Figure 1. M1 wires.
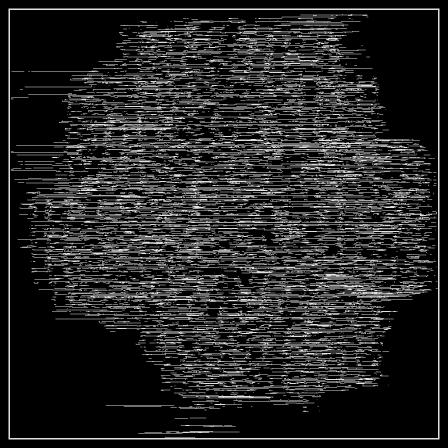
Figure 2. Signal wires on met2.
Bar = 100 µm. Cells faint in the background.
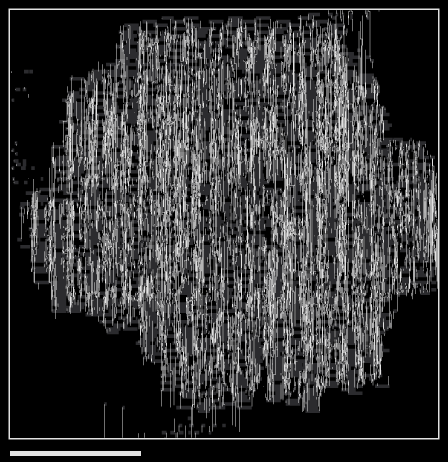
## src/rtl/fft_pkg.sv

```systemverilog
// Shared FFT types and helpers: frame geometry, complex sample layout and
// the bin-index bit reversal used to restore natural frequency order.
package fft_pkg;

   localparam int N_POINTS = 32;
   localparam int SAMPLE_W = 16;
   localparam int IDX_W    = $clog2(N_POINTS);

   typedef logic [IDX_W-1:0] idx_t;

   typedef struct packed {
      logic signed [SAMPLE_W-1:0] re;
      logic signed [SAMPLE_W-1:0] im;
   } cplx_t;

   typedef enum logic [1:0] {
      ST_IDLE    = 2'd0,
      ST_CAPTURE = 2'd1,
      ST_DRAIN   = 2'd2
   } cap_state_t;

   function automatic idx_t bitrev(input idx_t idx);
      idx_t r;
      for (int i = 0; i < IDX_W; i++) begin
         r[i] = idx[IDX_W-1-i];
      end
      return r;
   endfunction

endpackage

```

## src/rtl/fft_frame_ram.sv

```systemverilog
// Frame buffer: one complex sample per FFT bin, synchronous write and
// combinational read so the drain side can load its output register directly.
module fft_frame_ram
   import fft_pkg::*;
(
   input  logic  clk,
   input  logic  we,
   input  idx_t  waddr,
   input  cplx_t wdata,
   input  idx_t  raddr,
   output cplx_t rdata
);

   cplx_t mem_q [N_POINTS];

   always_ff @(posedge clk) begin
      if (we) begin
         mem_q[waddr] <= wdata;
      end
   end

   assign rdata = mem_q[raddr];

endmodule

```

## src/rtl/fft_frame_capture.sv

```systemverilog
// Captures one FFT output burst into a frame buffer, then drains it over a
// valid/ready stream, optionally reordering bit-reversed bins to natural order.
module fft_frame_capture
   import fft_pkg::*;
#(
   parameter bit BITREV = 1'b1
) (
   input  logic                clk,
   input  logic                reset,
   input  logic                fft_done,
   input  logic [SAMPLE_W-1:0] fft_real,
   input  logic [SAMPLE_W-1:0] fft_imag,
   output logic                out_valid,
   input  logic                out_ready,
   output logic [SAMPLE_W-1:0] out_real,
   output logic [SAMPLE_W-1:0] out_imag,
   output logic [IDX_W-1:0]    out_index,
   output logic                out_last,
   output logic                busy,
   output logic                overrun
);

   localparam idx_t IDX_LAST = idx_t'(N_POINTS - 1);

   cap_state_t          state_q, state_d;
   logic                done_q;
   idx_t                wr_cnt_q, wr_cnt_d;
   idx_t                rd_cnt_q, rd_cnt_d;
   logic                out_valid_q, out_valid_d;
   logic [SAMPLE_W-1:0] out_real_q, out_real_d;
   logic [SAMPLE_W-1:0] out_imag_q, out_imag_d;
   idx_t                out_index_q, out_index_d;
   logic                out_last_q, out_last_d;
   logic                busy_q, busy_d;
   logic                overrun_q, overrun_d;

   logic  start_s;
   logic  we_s;
   idx_t  waddr_s;
   idx_t  raddr_s;
   cplx_t wdata_s;
   cplx_t rdata_s;

   assign wdata_s = {fft_real, fft_imag};

   fft_frame_ram u_ram (
      .clk   (clk),
      .we    (we_s),
      .waddr (waddr_s),
      .wdata (wdata_s),
      .raddr (raddr_s),
      .rdata (rdata_s)
   );

   always_comb begin
      start_s     = fft_done && !done_q;
      state_d     = state_q;
      wr_cnt_d    = wr_cnt_q;
      rd_cnt_d    = rd_cnt_q;
      out_valid_d = out_valid_q;
      out_real_d  = out_real_q;
      out_imag_d  = out_imag_q;
      out_index_d = out_index_q;
      out_last_d  = out_last_q;
      we_s        = 1'b0;
      waddr_s     = wr_cnt_q;
      raddr_s     = BITREV ? bitrev(rd_cnt_q) : rd_cnt_q;
      // Any burst start outside IDLE is dropped and flagged, including one
      // that coincides with the final drain handshake.
      overrun_d   = overrun_q || (start_s && (state_q != ST_IDLE));

      case (state_q)
         ST_IDLE: begin
            if (start_s) begin
               we_s     = 1'b1;
               waddr_s  = idx_t'(0);
               wr_cnt_d = idx_t'(1);
               state_d  = ST_CAPTURE;
            end else begin
               state_d  = ST_IDLE;
            end
         end
         ST_CAPTURE: begin
            we_s     = 1'b1;
            wr_cnt_d = wr_cnt_q + idx_t'(1);
            if (wr_cnt_q == IDX_LAST) begin
               wr_cnt_d = idx_t'(0);
               rd_cnt_d = idx_t'(0);
               state_d  = ST_DRAIN;
            end else begin
               state_d  = ST_CAPTURE;
            end
         end
         ST_DRAIN: begin
            // rd_cnt is the next bin to load; the output register refills
            // whenever it is empty or being consumed this cycle.
            if (out_valid_q && out_ready && out_last_q) begin
               out_valid_d = 1'b0;
               out_last_d  = 1'b0;
               state_d     = ST_IDLE;
            end else if (!out_valid_q || out_ready) begin
               out_valid_d = 1'b1;
               out_real_d  = rdata_s.re;
               out_imag_d  = rdata_s.im;
               out_index_d = rd_cnt_q;
               out_last_d  = (rd_cnt_q == IDX_LAST);
               rd_cnt_d    = rd_cnt_q + idx_t'(1);
            end else begin
               state_d     = ST_DRAIN;
            end
         end
         default: begin
            state_d = ST_IDLE;
         end
      endcase

      busy_d = (state_d != ST_IDLE);
   end

   always_ff @(posedge clk) begin
      if (reset) begin
         state_q     <= ST_IDLE;
         done_q      <= 1'b0;
         wr_cnt_q    <= idx_t'(0);
         rd_cnt_q    <= idx_t'(0);
         out_valid_q <= 1'b0;
         out_real_q  <= {SAMPLE_W{1'b0}};
         out_imag_q  <= {SAMPLE_W{1'b0}};
         out_index_q <= idx_t'(0);
         out_last_q  <= 1'b0;
         busy_q      <= 1'b0;
         overrun_q   <= 1'b0;
      end else begin
         state_q     <= state_d;
         done_q      <= fft_done;
         wr_cnt_q    <= wr_cnt_d;
         rd_cnt_q    <= rd_cnt_d;
         out_valid_q <= out_valid_d;
         out_real_q  <= out_real_d;
         out_imag_q  <= out_imag_d;
         out_index_q <= out_index_d;
         out_last_q  <= out_last_d;
         busy_q      <= busy_d;
         overrun_q   <= overrun_d;
      end
   end

   assign out_valid = out_valid_q;
   assign out_real  = out_real_q;
   assign out_imag  = out_imag_q;
   assign out_index = out_index_q;
   assign out_last  = out_last_q;
   assign busy      = busy_q;
   assign overrun   = overrun_q;

endmodule

```

## config.mk

```make
export PLATFORM = sky130hd
export DESIGN_NAME = fft_frame_capture
export DESIGN_NICKNAME = d
export VERILOG_FILES = /design/src/rtl/fft_pkg.sv /design/src/rtl/fft_frame_ram.sv /design/src/rtl/fft_frame_capture.sv
export SDC_FILE = /design/constraint.sdc
export NUM_CORES = 1
export LEC_CHECK = 0
export ABC_AREA = 1
export CORE_MARGIN = 1
export CORE_UTILIZATION = 42
export DETAILED_ROUTE_END_ITERATION = 7
export PLACE_DENSITY = 0.66
export SYNTH_ARGS = -nofsm -noshare
export SYNTH_HDL_FRONTEND = slang
export SYNTH_HIERARCHICAL = 1
export SYNTH_SLANG_ARGS = --single-unit
```

## constraint.sdc

```tcl
create_clock -name clk -period 2.8 [get_ports clk]
set_input_delay 0.28 -clock clk [delete_from_list [all_inputs] [get_ports clk]]
set_output_delay 0.28 -clock clk [all_outputs]
set_load 0.01 [all_outputs]
```

==> reports/highlights.md <==
- status: completed
- CTS tree: built
- I/O pins: 77
- total overflow reported by the global router: 0
- Post-synth seq share: 72.3%
- vias per cell: 5.38
- horizontal die dimension: 326 µm
- startpoint of the most critical setup path: rd_cnt_q[4]
- post-route setup slack: 283 ps
- # Max-Cap Violations: 0
- count of unique library cells instantiated by Yosys: 28
- core utilization at floorplan: 42.5%
- initial antenna violation count: 3
- highest-count logic cell in the final layout: nand2_1
- final std cell area, no fill: 50700 µm²
- placed wire-length estimate: 69700 µm
- Clock Latency Late Sink: 690 ps
- classification of the worst setup path: reg2reg
- Final Hold Fails: 0
- cell count after synthesis: 3788
- worst r2r path cells: 12
- relative slew slack: 28.4%
- Detail Route Antenna Nets: 0
- slew at the pin closest to its max-slew limit: 1070 ps
- TritonCTS Buffers: 109
- number of nets at floorplan: 3829
- setup tns final: 0 ps
- synthesis-to-layout area growth: 15.2%
- largest clock skew in the final design: 29.4 ps
- via count of the first global-routing pass: 27600
- area enclosed by the die boundary: 106000 µm²
- critical path depth in cells: 12
- Critical Path End: out_real[12]
- DIE HEIGHT: 326 µm
- Mapped Area: 44000 µm²
- uppermost routed layer: met5
- CTS sink cnt: 1078
- synth warn: 6
- power density relative to cell area: 654 nW/µm²
- Gates resized, CTS repair: 0
- total cells reported by yosys after synthesis: 3788
- CP Capture Type: flop
- pin count of the biggest net entering global routing: 86
- most used cells in the layout excluding fill and tap cells: 1536 x nand2_1, 1024 x edfxtp_1, 785 x nand3_1
- FMAX: 397 MHz
- final-stage net count: 3953
- Max stage delay cell, worst path: dfxtp_4
- worst hold slack across all endpoints: 161 ps
- routed length per placed instance: 21.5 µm
- first-pass detailed-route iteration total: 5
- stage delay of the slowest cell on the critical path: 440 ps
- GR Layer Usage met3: 4.76%
## Picture notes: Figure 1
longest straight run: 145 µm
wire length on this layer: 48.3 mm
nets with wire on the layer: 3640
share of all routed wire: 42%
main direction: horizontal
GR Layer Usage met1: 30.4%
final wirelength: 116000 µm
total number of vias: 29000

## Picture notes: Figure 2
longest straight run: 95.2 µm
share of all routed wire: 45%
wire length on this layer: 52.5 mm
nets with wire on the layer: 2815

==> where the power goes <==
part / internal (µW) / leakage (µW) / switching [µW] / total [µW]
registers: 17800 / 0.00966 / 31.8 / 17800
clock network: 8470 / 0.00175 / 6010 / 14500
logic: 193 / 0.00674 / 685 / 879
total: 26400 / 0.0181 / 6730 / 33200
==> cells by family (layout without fill, tap and decap cells) <==
| logic type | Yosys count | after routing | share of synthesized area, % |
|---|---|---|---|
| fa+ha+maj | 5 | 5 | 0.142 |
| flops | 1078 | 1078 | 72.3 |
| compound gates | 56 | 56 | 0.745 |
| buf+inv | 263 | 479 | 4.10 |
| simple gates | 2386 | 2386 | 22.7 |
==> state kept, by name (all words and copies together), names as in the netlist, 2 cells and up <==
name / cells
rd_cnt_q: 5
u_ram/mem_q: 1024
out_real: 16
wr_cnt_q: 5
out_imag: 16
out_index: 5
state_q: 2
==> cell type report <==
class | count | area [µm²] | share of cell area [%]
clock inverter | 69 | 656 | 1.29
clock buffer | 134 | 2910 | 5.75
timing repair buffer | 244 | 2780 | 5.48
sequential | 1078 | 31800 | 62.8
multi-input combinational | 2447 | 10600 | 20.9
tap | 1380 | 1730 | 3.41
inverter | 32 | 151 | 0.299
==> cells in the mapped netlist <==
cell,n
inv_2,3
buf_8,5
edfxtp_1,1024
buf_4,24
and3_1,1
nor2_4,1
nor3_1,1
buf_2,87
nor2_1,50
ha_1,5
nand2_1,1536
nand2_4,1
inv_4,1
o211ai_1,1
a21oi_2,11
clkbuf_1,25
buf_12,2
a21oi_1,37
buf_1,19
nand4_1,1
buf_6,69
inv_8,1
dfxtp_1,54
o21ai_2,1
nand2_2,10
o21ai_0,6
inv_1,27
nand3_1,785
==> timing repair <==
action	CTS	global route
endpoints found under the setup margin	0	0
buffers inserted	0	0
hold endpoints to repair	2	0
hold buffers	1	0
Power is estimated from default activity; no workload was simulated.
